[config.mk]
export PLATFORM = sky130hd
export DESIGN_NAME = netlist_pipe_datapath
export DESIGN_NICKNAME = d
export VERILOG_FILES = /design/src/rtl/netlist_pkg.sv /design/src/rtl/netlist_pipe_datapath_pipe_stage.sv /design/src/rtl/netlist_pipe_datapath.sv
export SDC_FILE = /design/constraint.sdc
export NUM_CORES = 1
export LEC_CHECK = 0
export CELL_PAD_IN_SITES_DETAIL_PLACEMENT = 1
export CELL_PAD_IN_SITES_GLOBAL_PLACEMENT = 2
export CORE_MARGIN = 5
export CORE_UTILIZATION = 40
export CTS_BUF_LIST = sky130_fd_sc_hd__clkbuf_4 sky130_fd_sc_hd__clkbuf_8
export DETAILED_ROUTE_END_ITERATION = 6
export PLACE_DENSITY = 0.95
export SKIP_CTS_REPAIR_TIMING = 1
export SLEW_MARGIN = 20
export SYNTH_ARGS = -nofsm -noshare
export SYNTH_HDL_FRONTEND = slang
export SYNTH_SLANG_ARGS = --single-unit
export TNS_END_PERCENT = 1
[constraint.sdc]
create_clock -name clk -period 7.2 [get_ports clk]
set_clock_uncertainty 0.2 [all_clocks]
set_input_delay 1.08 -clock clk [delete_from_list [all_inputs] [get_ports clk]]
set_output_delay 1.08 -clock clk [all_outputs]
set_load 0.01 [all_outputs]
[src/rtl/netlist_pkg.sv]
// Shared constants and types for the pipelined add/compare/select/shift datapath.
package netlist_pkg;

    localparam int unsigned DEFAULT_WIDTH = 32;

    // Mode encodings for the sgn input
    localparam logic SGN_SIGNED   = 1'b1;
    localparam logic SGN_UNSIGNED = 1'b0;

    // Overflow flags as they appear on the ovf port: {f, e, d}
    typedef struct packed {
        logic f;
        logic e;
        logic d;
    } ovf_t;

endpackage

[src/rtl/netlist_pipe_datapath_pipe_stage.sv]
// One valid/ready pipeline slot: a valid bit plus a payload register.
// The ready signal is combinational backward so empty slots collapse bubbles.
module pipe_stage #(
    parameter int unsigned PW = 8
) (
    input  logic          clk,
    input  logic          rst,
    input  logic          up_valid,
    output logic          ready_c,
    output logic          valid,
    input  logic          dn_ready,
    input  logic [PW-1:0] data_d,
    output logic [PW-1:0] data_q
);

    // Slot can load when empty or when its contents leave this cycle
    assign ready_c = ~valid | dn_ready;

    // Valid and payload move forward on load; payload only captured for real beats
    always_ff @(posedge clk or negedge rst) begin
        if (!rst) begin
            valid  <= 1'b0;
            data_q <= '0;
        end else if (ready_c) begin
            valid <= up_valid;
            if (up_valid) begin
                data_q <= data_d;
            end
        end
    end

endmodule

[src/rtl/netlist_pipe_datapath.sv]
// Three-stage valid/ready datapath: sums/difference with overflow, exact
// compare, select, then variable left/right shifts into the output registers.
module netlist_pipe_datapath
    import netlist_pkg::*;
#(
    parameter int unsigned WIDTH = DEFAULT_WIDTH,
    parameter int unsigned SHW   = $clog2(WIDTH)
) (
    input  logic             clk,
    input  logic             rst,
    input  logic             in_valid,
    output logic             in_ready,
    input  logic [WIDTH-1:0] a,
    input  logic [WIDTH-1:0] b,
    input  logic [WIDTH-1:0] c,
    input  logic             sgn,
    input  logic [SHW-1:0]   shamt,
    output logic             out_valid,
    input  logic             out_ready,
    output logic [WIDTH-1:0] x,
    output logic [WIDTH-1:0] z,
    output logic             lt,
    output logic             eq,
    output logic [2:0]       ovf
);

    localparam int unsigned XW  = WIDTH + 1;
    localparam int unsigned OW  = 3;
    localparam int unsigned PW1 = 2 * XW + WIDTH + OW + 1 + SHW;
    localparam int unsigned PW2 = 2 * WIDTH + 2 + 1 + SHW + OW;
    localparam int unsigned PW3 = 2 * WIDTH + 2 + OW;

    // ready chain, valid chain
    logic s1_ready, s2_ready, s3_ready;
    logic s1_valid, s2_valid;

    // ---------------- stage 1 arithmetic ----------------
    logic [XW-1:0]  a_x, b_x, c_x;
    logic [XW-1:0]  d1_x, e1_x, f1_x;
    ovf_t           ovf1;
    logic [PW1-1:0] s1_d, s1_q;

    // Extend operands one bit so sums are exact, and derive overflow from the top bits
    always_comb begin
        a_x  = {sgn & a[WIDTH-1], a};
        b_x  = {sgn & b[WIDTH-1], b};
        c_x  = {sgn & c[WIDTH-1], c};
        d1_x = a_x + b_x;
        e1_x = a_x + c_x;
        f1_x = a_x - b_x;
        ovf1 = '0;
        if (sgn == SGN_SIGNED) begin
            ovf1.d = d1_x[WIDTH] ^ d1_x[WIDTH-1];
            ovf1.e = e1_x[WIDTH] ^ e1_x[WIDTH-1];
            ovf1.f = f1_x[WIDTH] ^ f1_x[WIDTH-1];
        end else begin
            ovf1.d = d1_x[WIDTH];
            ovf1.e = e1_x[WIDTH];
            ovf1.f = f1_x[WIDTH];
        end
    end

    assign s1_d = {d1_x, e1_x, f1_x[WIDTH-1:0], ovf1, sgn, shamt};

    pipe_stage #(.PW(PW1)) u_s1 (
        .clk      (clk),
        .rst      (rst),
        .up_valid (in_valid),
        .ready_c  (s1_ready),
        .valid    (s1_valid),
        .dn_ready (s2_ready),
        .data_d   (s1_d),
        .data_q   (s1_q)
    );

    assign in_ready = s1_ready;

    logic [XW-1:0]    s1_dx, s1_ex;
    logic [WIDTH-1:0] s1_f;
    ovf_t             s1_ovf;
    logic             s1_sgn;
    logic [SHW-1:0]   s1_shamt;

    assign {s1_dx, s1_ex, s1_f, s1_ovf, s1_sgn, s1_shamt} = s1_q;

    // ---------------- stage 2 compare / select ----------------
    logic             lt2, eq2;
    logic [WIDTH-1:0] g2, h2;
    logic [PW2-1:0]   s2_d, s2_q;

    // Compare on the exact extended sums, then pick g and h
    always_comb begin
        if (s1_sgn == SGN_UNSIGNED) begin
            lt2 = s1_dx < s1_ex;
        end else begin
            lt2 = $signed(s1_dx) < $signed(s1_ex);
        end
        eq2 = s1_dx == s1_ex;
        g2  = lt2 ? s1_ex[WIDTH-1:0] : s1_dx[WIDTH-1:0];
        h2  = eq2 ? s1_f : g2;
    end

    assign s2_d = {g2, h2, lt2, eq2, s1_sgn, s1_shamt, s1_ovf};

    pipe_stage #(.PW(PW2)) u_s2 (
        .clk      (clk),
        .rst      (rst),
        .up_valid (s1_valid),
        .ready_c  (s2_ready),
        .valid    (s2_valid),
        .dn_ready (s3_ready),
        .data_d   (s2_d),
        .data_q   (s2_q)
    );

    logic [WIDTH-1:0] s2_g, s2_h;
    logic             s2_lt, s2_eq, s2_sgn;
    logic [SHW-1:0]   s2_shamt;
    ovf_t             s2_ovf;

    assign {s2_g, s2_h, s2_lt, s2_eq, s2_sgn, s2_shamt, s2_ovf} = s2_q;

    // ---------------- stage 3 shifts ----------------
    logic [WIDTH-1:0] x3, z3;
    logic [PW3-1:0]   s3_d, s3_q;

    // Left shift on lt, right shift on eq (arithmetic when signed)
    always_comb begin
        x3 = s2_g << (s2_lt ? s2_shamt : SHW'(0));
        z3 = s2_h;
        if (s2_eq) begin
            if (s2_sgn == SGN_SIGNED) begin
                z3 = WIDTH'($signed(s2_h) >>> s2_shamt);
            end else begin
                z3 = s2_h >> s2_shamt;
            end
        end
    end

    assign s3_d = {x3, z3, s2_lt, s2_eq, s2_ovf};

    pipe_stage #(.PW(PW3)) u_s3 (
        .clk      (clk),
        .rst      (rst),
        .up_valid (s2_valid),
        .ready_c  (s3_ready),
        .valid    (out_valid),
        .dn_ready (out_ready),
        .data_d   (s3_d),
        .data_q   (s3_q)
    );

    // Output registers are the stage-3 payload
    assign {x, z, lt, eq, ovf} = s3_q;

endmodule

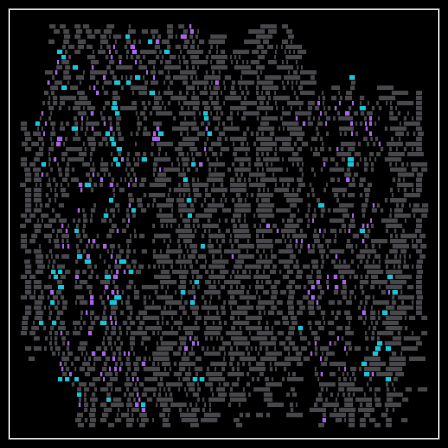
Figure 1: logic cells by family.
| colour | family | cells | where |
|---|---|---|---|
| cyan | non-inverting ao/oa cells | 81 | spread over the die |
| purple | nor cells | 164 | spread over the die |
Top cell excl fill/tap: nand2_1
fin cells: 2970
combinational share of cell area: 0.529

==> metrics.yaml <==
pwr-share-clk: 0.192
seq-cell-share: 0.287
crit_family: "AND-OR/OR-AND gates"
top_area_cell: "dfrtp_1"
power_mw: 7.40
htreeDepth: 2
hold_slack_ns: 0.268
simple_gate_share: 0.157
ys_top_logic_family: "AND-OR/OR-AND gates"
comb-power_mw: 3.51
grt_pass1_wl_um: 97900
postPlaceCellArea_mm2: 0.0211
p_seq_frac: 0.334
status: "completed"
worst-slew-pin-transition_ns: 1.01
layout-drive-gt1-share: 0.0736
async_flop_share: 1.00
power-top-group: "combinational logic"
drc: 0
fillCellCount: 5598
maxCapViolCount: 0
largest_register_ffs: 106
num_io_pins: 177
switching_power_mw: 3.15
nets: 2571
largest_register: "u_s1.data_q"
p_comb_frac: 0.474
utilization: 0.471
top_area_frac: 0.334
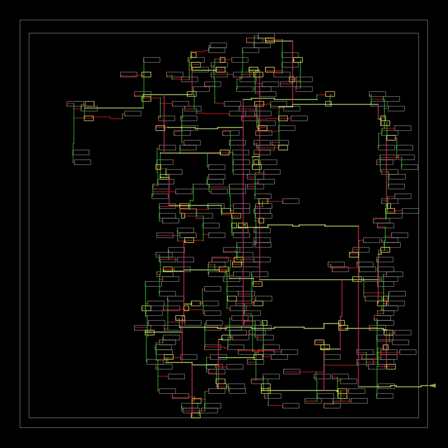
Figure 2: clock nets.
power in the clock group: 1.42 mW
CTS buffer count: 45
clock buf count: 70
clk latency late pin: 0.63 ns
Flops: 253

-- layer usage --
metal	track usage	vias up	part of all wire
met4	0.0664	0	0.028
met5	0	-	0
met1	0.334	8307	0.47
met3	0.0288	94	0.042
li1	-	8147	-
met2	0.378	370	0.46
-- worst max-delay path by stage --
stage / startpoint / end / slack [ns] / depth (start not counted)
2_1_floorplan: a[0] / u_s1.data_q[104] / 3.26 / 13
3_3_place_gp: a[0] / u_s1.data_q[7] / 1.91 / 14
3_5_place_dp: b[24] / u_s1.data_q[6] / 2.01 / 12
4_1_cts: b[24] / u_s1.data_q[6] / 2.64 / 12
5_1_grt: b[20] / u_s1.data_q[6] / 2.44 / 13
6_report: b[20] / u_s1.data_q[6] / 2.65 / 13
Power is estimated from default activity; no workload was simulated.
